[config.mk]
export PLATFORM = sky130hd
export DESIGN_NAME = counter_sequencer
export DESIGN_NICKNAME = d
export VERILOG_FILES = /design/src/rtl/counter_sequencer.sv
export SDC_FILE = /design/constraint.sdc
export NUM_CORES = 1
export LEC_CHECK = 0
export ABC_AREA = 1
export CAP_MARGIN = 20
export CORE_UTILIZATION = 40
export CTS_CLUSTER_DIAMETER = 200
export CTS_CLUSTER_SIZE = 20
export DETAILED_ROUTE_END_ITERATION = 6
export MAX_ROUTING_LAYER = met4
export PLACE_DENSITY = 0.81
export SKIP_LAST_GASP = 1
export SLEW_MARGIN = 40
export SYNTH_ARGS = -nofsm -noshare
export SYNTH_HDL_FRONTEND = slang
export SYNTH_SLANG_ARGS = --single-unit
[constraint.sdc]
create_clock -name Clk -period 1.3 [get_ports Clk]
set_input_delay 0.26 -clock Clk [delete_from_list [all_inputs] [get_ports Clk]]
set_output_delay 0.26 -clock Clk [all_outputs]
set_load 0.1 [all_outputs]
[src/rtl/counter_sequencer.sv]
// counter_sequencer: round-robin arbitrated step-command sequencer driving a
// WIDTH-bit up/down counter. One command runs at a time: IDLE -> RUN (N cycles)
// -> DONE (one-cycle done pulse tagged with the requester id) -> IDLE.
//
// Handshake: a command transfers on a rising edge where reqX_valid and
// reqX_ready are both high. ready is combinational, high only in IDLE, only
// for the arbitration winner, and only while reset is released. Requesters
// hold up/steps stable while valid is high and ready is low, and may drop
// valid at any time before the transfer with no effect.
module counter_sequencer #(
    parameter int WIDTH  = 4,
    parameter int STEP_W = 4
) (
    input  logic              Clk,
    input  logic              reset,
    input  logic              req0_valid,
    input  logic              req0_up,
    input  logic [STEP_W-1:0] req0_steps,
    output logic              req0_ready,
    input  logic              req1_valid,
    input  logic              req1_up,
    input  logic [STEP_W-1:0] req1_steps,
    output logic              req1_ready,
    output logic [WIDTH-1:0]  Count,
    output logic              UpOrDown,
    output logic              busy,
    output logic              done,
    output logic              done_id,
    output logic [1:0]        o_dbg_state
);

    localparam logic [1:0] IDLE = 2'd0;
    localparam logic [1:0] RUN  = 2'd1;
    localparam logic [1:0] DONE = 2'd2;

    logic [1:0]        r_state;
    logic [WIDTH-1:0]  r_count;
    logic              r_up;
    logic [STEP_W-1:0] r_remaining;
    logic              r_id;
    logic              r_last_grant;

    logic              w_any_valid;
    logic              w_gnt_id;
    logic              w_can_accept;
    logic              w_accept;
    logic              w_gnt_up;
    logic [STEP_W-1:0] w_gnt_steps;

    // Arbitration: a lone requester wins; under contention the one that did
    // not win last time is granted, so grants alternate.
    always_comb begin
        w_any_valid  = req0_valid | req1_valid;
        w_gnt_id     = (req0_valid & req1_valid) ? ~r_last_grant : req1_valid;
        w_can_accept = reset & (r_state == IDLE);
        w_accept     = w_can_accept & w_any_valid;
        w_gnt_up     = w_gnt_id ? req1_up : req0_up;
        w_gnt_steps  = w_gnt_id ? req1_steps : req0_steps;
        req0_ready   = w_accept & ~w_gnt_id;
        req1_ready   = w_accept & w_gnt_id;
    end

    // Command sequencing and counter datapath; reset aborts any command
    // silently and leaves requester 0 favoured at the next contention.
    always_ff @(posedge Clk) begin
        if (!reset) begin
            r_state      <= IDLE;
            r_count      <= '0;
            r_up         <= 1'b0;
            r_remaining  <= '0;
            r_id         <= 1'b0;
            r_last_grant <= 1'b1;
        end else begin
            case (r_state)
                IDLE: begin
                    if (w_accept) begin
                        r_up         <= w_gnt_up;
                        r_remaining  <= w_gnt_steps;
                        r_id         <= w_gnt_id;
                        r_last_grant <= w_gnt_id;
                        r_state      <= (w_gnt_steps == '0) ? DONE : RUN;
                    end
                end
                RUN: begin
                    r_count     <= r_up ? r_count + 1'b1 : r_count - 1'b1;
                    r_remaining <= r_remaining - 1'b1;
                    if (r_remaining == STEP_W'(1)) begin
                        r_state <= DONE;
                    end
                end
                DONE: begin
                    r_state <= IDLE;
                end
                default: begin
                    r_state <= IDLE;
                end
            endcase
        end
    end

    // Status outputs are forced low while reset is held, even before the
    // first clock edge has initialised the state register.
    always_comb begin
        busy        = reset & (r_state != IDLE);
        done        = reset & (r_state == DONE);
        done_id     = done & r_id;
        Count       = r_count;
        UpOrDown    = r_up;
        o_dbg_state = r_state;
    end

endmodule

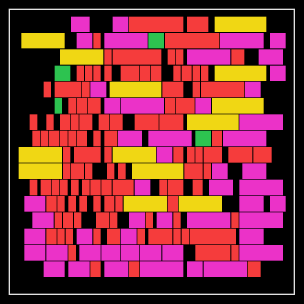
(images/cell_classes.png)
Drawn at 6 px/µm.
- magenta: other buffers and delay cells (cells 50; share of their area 38%)
- red: all other logic (cells 109; share of their area 42%)
- green: clock drivers and dummy loads (cells 4; share of their area 1.7%)
- yellow: flip-flops (cells 13; share of their area 18%)
row count: 16
final design utilization: 0.8228
post-route cell area: 1598 µm²
sequential share of cell area: 0.1770
Core ar.: 1942 µm²

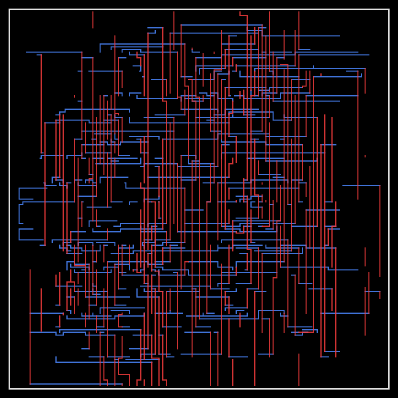
(images/metal_stack.png)
Drawn at 8 px/µm. Only two layers are drawn.
- blue: met1 (wire length 1070 µm)
- red: met2 (wire length 1540 µm)
gr usage total: 0.2565
Routed WL: 2749 µm
via count: 999

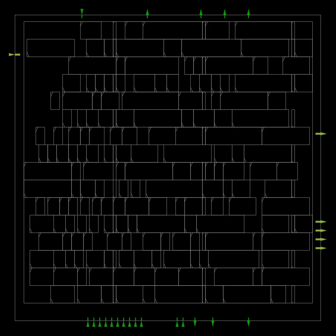
(images/final_placement.png)
n_taps: 27
Filler Cell Count: 115
Flops: 13

==> out/qor.yml <==
timing:
  worst_slack_ns: -0.2753
  fin_crit_ns: 1.575
  setup_violations: 13
  max_slew_margin: 0.8259
  fmax_mhz: 634.8
power_and_ir_drop:
  power_clock_uw: 268
  power_frac_seq: 0.298
  pg_seq_uw: 509
  pwr-share-clk: 0.157
  p_sw_frac: 0.4386
  power_leakage_nw: 0.7262
  comb_power_share: 0.546
  power.density_nw_per_um2: 1071
cells_and_area:
  final_cell_mix: "nand2_1 (35), buf_4 (17), inv_1 (14)"
  num-nonclk-inverters: 19
  stdcell_count: 203
  clock_area_frac: 0.01644
  ff_latch_area_um2: 282.8
  nonClkBufAreaFrac: 0.3712
  drive_gt1_frac: 0.3920
  buffers: 50
logic_synthesis:
  synthTopCellsByCount: "nand2_1 (37), inv_1 (16), dfxtp_1 (13), nand3_1 (13), nor2_1 (12)"
  avgSynthCellArea_um2: 6.609
  synth_cells: 124
  synth-main-ff-cell: "dfxtp_1"
  async_flop_share: 0
  synth_warnings: 0
  xor_area_frac: 0.02137
  topCellsByArea: "dfxtp_1 (32%), nand2_1 (17%), nand3_1 (7.9%)"
  edf_count: 0
  ys_ff: 13
  syn_nets: 143
  logic_family: "simple AND/OR/NAND/NOR gates"
  yosys.cell_count.top_type: "nand2_1"
  ys_sh_aoi: 0.08702
floorplanning:
  initial_core_util: 0.4220
  chipArea_um2: 2234
  fp.dieH_um: 47.27
  die_w_um: 47.27
worst_setup_path:
  cp.depth: 4
  r2r_slack_ns: -0.07
  crit_path_end_kind: "output port"
  cp_slowest_stage_delay_ns: 0.36
  reg2reg_from: "o_dbg_state[1]"
  crit_buf_inv: 1
  critPathArrivalTime_ns: 1.32
  timing.rr.end: "r_remaining[2]"
  crit_start: "o_dbg_state[1]"
  crit_family: "simple AND/OR/NAND/NOR gates"
  cp_max_fo: 5
worst_hold_path:
  min_from: "r_last_grant"
  hold_path.class: "flip-flop to flip-flop"
  holdPathStages: 2
global_routing:
  grt_pass1_wl_um: 3788
  grt_use_met2: 0.4466
  use_met3: 0.08077
  busiest_layer: "met2"
  grt_use_met1: 0.2734
  antenna_found_initial: 0
  grt_max_degree: 9
detailed_routing:
  wl_met2_um: 1537
  m1WireLength_um: 1071
  wl_per_cell_um: 13.54
  viasPerCell: 4.921
  drc: 0
  drt_iter0_markers: 34
place:
  gp_congestion: 0.8396
run_status:
  violations: "negative setup slack"
  outcome: "finished, violations left"
cts:
  cts.clk_slew.worst_paths_ns: 0.08
  cts_tree: "yes"
  ctsHoldBuffers: 0
  cts.path.max_buffers: 2
  post_cts_buffers: 4
  h-tree-depth: 1
  cts-root-buf: "clkbuf_4"
No activity file was given, so power comes from the tool's default toggle rates.
